==> images/io_fan.png <==
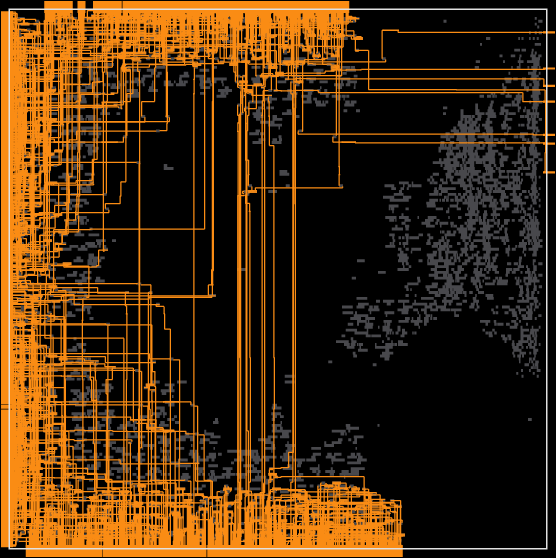
==> images/cell_density.png <==
The die is cut into 25 by 25 equal tiles; black is low, pale yellow is high, 0 to 100% covered.
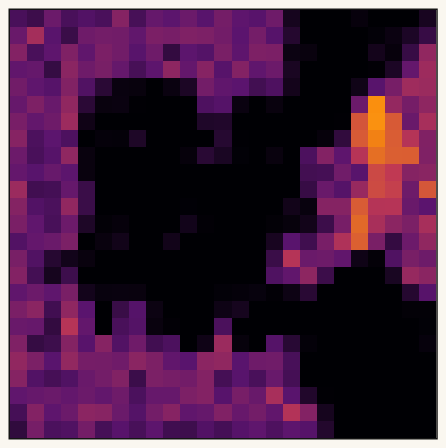
File: src/rtl/dout_bank_serializer_if.sv
// Output beat channel of the bank serializer.
// Master drives data/valid, slave drives ready.
interface dout_bank_serializer_if #(
  parameter int AXI_DW = 32
);
  logic [AXI_DW-1:0] write_data;
  logic              write_valid;
  logic              write_ready;

  modport master (
    output write_data,
    output write_valid,
    input  write_ready
  );

  modport slave (
    input  write_data,
    input  write_valid,
    output write_ready
  );
endinterface

File: src/rtl/dout_bank_serializer.sv
// Reads NUM_BANKS BRAM banks row by row and serializes
// each word into RATIO output beats, LSB slice first.
module dout_bank_serializer #(
  parameter int NUM_BANKS     = 16,
  parameter int ROWS_PER_BANK = 4,
  parameter int WORDS_PER_ROW = 192,
  parameter int BRAM_DW       = 64,
  parameter int AXI_DW        = 32,
  parameter int ADDR_W        = 14,
  parameter int BRAM_LAT      = 1
) (
  input  logic                        axi_ACLK,
  input  logic                        axi_ARESETN,
  input  logic                        stage_start,
  input  logic                        stage_abort,
  dout_bank_serializer_if.master      wr,
  output logic [NUM_BANKS-1:0]        bram_enb,
  output logic [NUM_BANKS*ADDR_W-1:0] bram_addrb,
  input  logic [NUM_BANKS*BRAM_DW-1:0] bram_doutb,
  output logic                        busy,
  output logic                        frame_done
);
  localparam int RATIO = BRAM_DW / AXI_DW;
  localparam int DEPTH = BRAM_LAT + 2;
  localparam int PW = $clog2(DEPTH);
  localparam int CW = $clog2(DEPTH + 1);
  localparam int BW = RATIO > 1 ? $clog2(RATIO) : 1;
  localparam int KW = NUM_BANKS > 1 ? $clog2(NUM_BANKS) : 1;
  localparam logic [ADDR_W-1:0] A_LAST =
    ADDR_W'(ROWS_PER_BANK * WORDS_PER_ROW - 1);
  localparam logic [KW-1:0] K_LAST = KW'(NUM_BANKS - 1);
  localparam logic [PW-1:0] P_LAST = PW'(DEPTH - 1);
  localparam logic [BW-1:0] B_LAST = BW'(RATIO - 1);
  localparam logic [CW-1:0] C_DEPTH = CW'(DEPTH);

  typedef enum logic [1:0] {IDLE, RUN, DRAIN, DONE} state_t;

  state_t state, state_n;
  logic start_q, rise;
  logic [KW-1:0] bank;
  logic [ADDR_W-1:0] addr;
  logic [CW-1:0] pend, cnt;
  logic [PW-1:0] wp, rp;
  logic [BW-1:0] beat;
  logic [BRAM_DW-1:0] mem [DEPTH];
  logic [BRAM_LAT-1:0] pv;
  logic [KW-1:0] pb [BRAM_LAT];
  logic issue, last, xfer, pop, cap;

  // pend = buffered words + reads still in flight
  assign rise  = stage_start & ~start_q;
  assign last  = (bank == K_LAST) && (addr == A_LAST);
  assign issue = (state == RUN) && !stage_abort
              && (pend < C_DEPTH);
  assign wr.write_valid = (cnt != '0);
  assign xfer  = wr.write_valid & wr.write_ready;
  assign pop   = xfer && (beat == B_LAST);
  assign cap   = pv[BRAM_LAT-1];
  assign wr.write_data = wr.write_valid
    ? mem[rp][int'(beat)*AXI_DW +: AXI_DW] : '0;
  assign busy = (state != IDLE);
  assign frame_done = (state == DONE);

  // state register and start edge history
  always_ff @(posedge axi_ACLK or negedge axi_ARESETN) begin
    if (!axi_ARESETN) begin
      state   <= IDLE;
      start_q <= 1'b0;
    end else begin
      state   <= state_n;
      start_q <= stage_start;
    end
  end

  // next-state logic, abort wins over everything
  always_comb begin
    state_n = state;
    unique case (state)
      IDLE:  if (rise) state_n = RUN;
      RUN:   if (issue && last) state_n = DRAIN;
      DRAIN: if (pop && pend == CW'(1)) state_n = DONE;
      DONE:  state_n = IDLE;
    endcase
    if (stage_abort) state_n = IDLE;
  end

  // one-hot read strobe for the bank being read
  always_comb begin
    bram_enb   = '0;
    bram_addrb = '0;
    if (issue) begin
      bram_enb[bank] = 1'b1;
      bram_addrb[int'(bank)*ADDR_W +: ADDR_W] = addr;
    end
  end

  // read sequencer: linear address within bank
  always_ff @(posedge axi_ACLK or negedge axi_ARESETN) begin
    if (!axi_ARESETN) begin
      bank <= '0;
      addr <= '0;
    end else if (state == IDLE) begin
      bank <= '0;
      addr <= '0;
    end else if (issue) begin
      if (addr == A_LAST) begin
        addr <= '0;
        bank <= bank + KW'(1);
      end else begin
        addr <= addr + ADDR_W'(1);
      end
    end
  end

  // latency pipe tags each read with its bank
  always_ff @(posedge axi_ACLK or negedge axi_ARESETN) begin
    if (!axi_ARESETN) begin
      pv <= '0;
      for (int k = 0; k < BRAM_LAT; k++) pb[k] <= '0;
    end else begin
      if (stage_abort) begin
        pv <= '0;
      end else begin
        pv[0] <= issue;
        for (int k = 1; k < BRAM_LAT; k++) pv[k] <= pv[k-1];
      end
      pb[0] <= bank;
      for (int k = 1; k < BRAM_LAT; k++) pb[k] <= pb[k-1];
    end
  end

  // return FIFO and beat slicer
  always_ff @(posedge axi_ACLK or negedge axi_ARESETN) begin
    if (!axi_ARESETN) begin
      wp   <= '0;
      rp   <= '0;
      cnt  <= '0;
      pend <= '0;
      beat <= '0;
      for (int k = 0; k < DEPTH; k++) mem[k] <= '0;
    end else if (stage_abort) begin
      wp   <= '0;
      rp   <= '0;
      cnt  <= '0;
      pend <= '0;
      beat <= '0;
    end else begin
      if (cap) begin
        mem[wp] <= bram_doutb[
          int'(pb[BRAM_LAT-1])*BRAM_DW +: BRAM_DW];
        wp <= (wp == P_LAST) ? '0 : wp + PW'(1);
      end
      if (xfer)
        beat <= (beat == B_LAST) ? '0 : beat + BW'(1);
      if (pop)
        rp <= (rp == P_LAST) ? '0 : rp + PW'(1);
      cnt  <= cnt + CW'(cap) - CW'(pop);
      pend <= pend + CW'(issue) - CW'(pop);
    end
  end
endmodule

File: src/flat_wrapper.sv
// flat-port wrapper written by rule: the top's interface ports become plain ports
module dout_bank_serializer_flat 
#(
  parameter int NUM_BANKS     = 16,
  parameter int ROWS_PER_BANK = 4,
  parameter int WORDS_PER_ROW = 192,
  parameter int BRAM_DW       = 64,
  parameter int AXI_DW        = 32,
  parameter int ADDR_W        = 14,
  parameter int BRAM_LAT      = 1
)
  (axi_ACLK, axi_ARESETN, stage_start, stage_abort, bram_enb, bram_addrb, bram_doutb, busy, frame_done, wr_write_data, wr_write_valid, wr_write_ready);
  dout_bank_serializer_if #(.AXI_DW(AXI_DW)) wr_i ();
  input  logic axi_ACLK;
  input  logic axi_ARESETN;
  input  logic stage_start;
  input  logic stage_abort;
  output logic [NUM_BANKS-1:0] bram_enb;
  output logic [NUM_BANKS*ADDR_W-1:0] bram_addrb;
  input  logic [NUM_BANKS*BRAM_DW-1:0] bram_doutb;
  output logic busy;
  output logic frame_done;
  output wire logic [$bits(wr_i.write_data)-1:0] wr_write_data;
  output wire logic [$bits(wr_i.write_valid)-1:0] wr_write_valid;
  input wire logic [$bits(wr_i.write_ready)-1:0] wr_write_ready;
  assign wr_write_data = wr_i.write_data;
  assign wr_write_valid = wr_i.write_valid;
  assign wr_i.write_ready = wr_write_ready;
  dout_bank_serializer #(.NUM_BANKS(NUM_BANKS), .ROWS_PER_BANK(ROWS_PER_BANK), .WORDS_PER_ROW(WORDS_PER_ROW), .BRAM_DW(BRAM_DW), .AXI_DW(AXI_DW), .ADDR_W(ADDR_W), .BRAM_LAT(BRAM_LAT)) u_core (.axi_ACLK(axi_ACLK), .axi_ARESETN(axi_ARESETN), .stage_start(stage_start), .stage_abort(stage_abort), .wr(wr_i), .bram_enb(bram_enb), .bram_addrb(bram_addrb), .bram_doutb(bram_doutb), .busy(busy), .frame_done(frame_done));
endmodule
File: config.mk
export PLATFORM = sky130hd
export DESIGN_NAME = dout_bank_serializer_flat
export DESIGN_NICKNAME = d
export VERILOG_FILES = /design/src/rtl/dout_bank_serializer_if.sv /design/src/rtl/dout_bank_serializer.sv /design/src/flat_wrapper.sv
export SDC_FILE = /design/constraint.sdc
export NUM_CORES = 1
export LEC_CHECK = 0
export CAP_MARGIN = 40
export CORE_AREA = 3 3 502 504
export DETAILED_ROUTE_END_ITERATION = 8
export DIE_AREA = 0 0 505 507
export GPL_TIMING_DRIVEN = 0
export PLACE_DENSITY_LB_ADDON = 0.15
export REMOVE_ABC_BUFFERS = 1
export SLEW_MARGIN = 25
export SYNTH_ARGS = -nofsm -noshare
export SYNTH_HDL_FRONTEND = slang
export SYNTH_SLANG_ARGS = --single-unit
File: constraint.sdc
create_clock -name axi_ACLK -period 5.75 [get_ports axi_ACLK]
set_input_delay 1.4375 -clock axi_ACLK [delete_from_list [all_inputs] [get_ports axi_ACLK]]
set_output_delay 1.4375 -clock axi_ACLK [all_outputs]
set_load 0.01 [all_outputs]
==> results.tsv <==
metric	value	unit
outcome	finished with violations	
violations	setup timing	
clk_pin_slew	0.05	ns
cts_sinks	227	
seq_share	12.39	%
numCtsBuffers	34	
placed_cells	6514	
clk_share	2.238	%
drt_iter0_markers	1341	
fin_worst_skew	0.02395	ns
largest_cell_class	combinational gates	
maxCapViolations	0	
critPathKind	reg -> out	
drv_slew	0	
cts_root_buf	clkbuf_16	
fin_crit_sh	100.9	%
drcViolationCount	0	
ant_nets	0	
synthCells	1996	
hold_ws	0.5011	ns
place_hpwl	156600	um
switching_share	31.04	%
die-area	0.2560	mm^2
hp-class	reg -> reg	
tool_warnings	41	
top_area_cell	mux4_2	
cts_tree	done	
rows	183	
grt_pass1_wl	248000	um
combPwrFrac	36.9	%
antenna_found_initial	99	
nets	4549	
crit_arrival	4.37	ns
final_cells	6855	
wl_per_cell	27.58	um
comb_share	40.02	%
die_w	505	um
num_vias	25435	
yosysWarnings	0	
signal_buffers	1665	
grt_max_degree	73	
viasPerCell	3.710	
area_share_nonclk_buffers	35.97	%
logic_area	0.01846	mm^2
top_cells_by_area	mux4_2 33%, dfrtp_1 25%, mux2_2 9.9%	
nWellTaps	3330	
yosys-stat-cells	1996	
final.setup.tns	-0.4139	ns
nClkBuffers	44	
seq_power_share	33.4	%
clock_path_buffers	3	
gp_congestion	0.8366	
intPower	0.004692	W
fin_ws	-0.05303	ns
synth.distinct_cells	79	
power.leakage	16.53	nW
clock.latency.late_pin	0.57	ns
cp-start-kind	flop	
die_y	507	um
grt_overflow	0	
pwr-share-clk	29.7	%
crit_fanout	9	
period_needed	5.803	ns
ys.flop_type	dfrtp_1	
pre_cts_slack	-2.292	ns
num_antenna_cells	15	
grt_pass1_vias	26824	
ys_chip_area	0.02258	mm^2
hold_viol	0	
fillCellCount	27483	
ys_seq_share	25.15	%
drtPass1Iterations	5	
tightest_slew	1.155	ns
inverters	29	
enable_flop_cells	0	
n_sequential_cell	227	
netlist_area	0.02258	mm^2
synth_top_area_share	32.71	%
setup_viol	21	
drive_above_1_share	42.51	%
p_switching	0.002112	W
crit_path_end_kind	primary output	
wl	189100	um
htree_num_levels	2	
avgSynthCellArea	11.31	um^2
vdd_ir_drop_max	141.9	uV
ys_ff	227	
slew_headroom	23.01	%
comb.multi_input.count	1535	
track_usage	13.98	%
fmax	0.1723	GHz
most_common_cell	mux4_2	
power_density	147.5	mW/mm^2
async_flop_share	100.0	%
rsz0062_at_grt	true	
regArea	0.005714	mm^2
area_growth	104.2	%
required	4.31	ns
synthTopCellsByCount	328 x mux4_2, 232 x nor2_1, 227 x dfrtp_1	
## Picture notes: io_fan.png
port	colour	bits	direction	end cells	buffers	wire
`bram_doutb`	orange	1024	input	256	1024	73.8 mm
Ports: 1304
PortBufs: 1303

## Picture notes: cell_density.png
mean over tiles	16%
densest ninth of the die	right middle
fullest tile	76%
tiles over 75% full	0.30%
nearly empty tiles	38%
Core ar.: 0.2482 mm^2
Final Util: 18.58%
Initial Util: 9.099%

-- layer usage --
| metal | up-vias | GRT usage (%) | share of wire, % |
|---|---|---|---|
| li1 | 10922 | - | - |
| met1 | 12941 | 14.16 | 34 |
| met2 | 1202 | 28.49 | 56 |
| met3 | 330 | 3.196 | 6.1 |
| met4 | 40 | 2.983 | 3.1 |
| met5 | - | 0 | 0.13 |
-- power groups by stage --
stage	clock (W)	combinational, W	sequential [W]
after floorplan	0	0.00110	0.00223
after global placement	0	0.00243	0.00231
after detailed placement	0	0.00250	0.00230
after CTS	0.00215	0.00256	0.00227
after global routing	0.00221	0.00272	0.00233
final	0.00202	0.00251	0.00227
-- worst max-delay path, stage by stage (launching register included) --
cell      delay (ns)
dfrtp_4         0.50
fa_1            0.51
ha_4            0.19
fa_2            0.43
xnor2_4         0.19
buf_6           0.14
and3_4          0.19
xnor3_2         0.34
buf_12          0.19
buf_4           0.14
o41ai_2         0.32
o211ai_1        0.22
nor2_2          0.28
buf_6           0.15
-- cell usage in the layout (no fill, tap or decap), drive strengths merged, types with 27 or more instances in the layout --
cell type and instances:
a211oi 70, a21oi 68, a22oi 27, buf 513, clkbuf 87, clkdlybuf4s50 1078, dfrtp 227, inv 29
mux2 198, mux2i 77, mux4 328, nand2 70, nand3 48, nor2 233, nor3 115, o21ai 39
-- logic make-up (layout without fill, tap and decap cells) --
group / after synthesis / in the layout / share of synthesized area [%]
multiplexers: 603 / 603 / 46.01
AND/OR/NAND/NOR: 583 / 589 / 12.60
AND-OR/OR-AND: 284 / 285 / 8.598
buffers and inverters: 241 / 1748 / 4.382
flip-flops: 227 / 227 / 25.15
XOR/XNOR: 30 / 30 / 1.568
adder cells (fa/ha/maj): 28 / 28 / 1.684
other: 0 / 15 / 0
-- what timing repair did --
| item | 4_1_cts | 5_1_grt |
|---|---|---|
| cloned | 6 | 7 |
| setup buffers | 180 | 80 |
| gates resized | 1069 | 373 |
| hold buffers | 0 | 0 |
| setup endpoints to repair | 241 | 218 |
| pin swaps | 111 | 93 |
-- stage by stage --
step	area [um^2]	power (W)
6_report	46120	0.006804
5_1_grt	46100	0.007255
4_1_cts	44400	0.006980
3_5_place_dp	40530	0.004794
3_3_place_gp	38910	0.004745
2_1_floorplan	21700	0.003332
-- sequential cells by signal, summed over array words and instances, names as in the netlist --
name            flops
u_core.mem        192
u_core.addr        14
u_core.bank         4
u_core.pb           4
u_core.cnt          2
u_core.pend         2
u_core.rp           2
u_core.state        2
u_core.wp           2
u_core.beat         1
u_core.cap          1
u_core.start_q      1
-- final timing paths --
check	from	to	slack, ns	cells past startpoint
max	u_core.bank[0]	bram_addrb[141]	-0.05	13
min	u_core.mem[145]	u_core.mem[145]	0.50	1
max reg2reg	u_core.pb[0]	u_core.mem[110]	1.89	8
min in group asynchronous	axi_ARESETN	u_core.mem[155]	0.75	1
max in group asynchronous	axi_ARESETN	u_core.pb[0]	3.84	3
min reg2reg	u_core.mem[145]	u_core.mem[145]	0.50	1
No activity file was given, so power comes from the tool's default toggle rates.
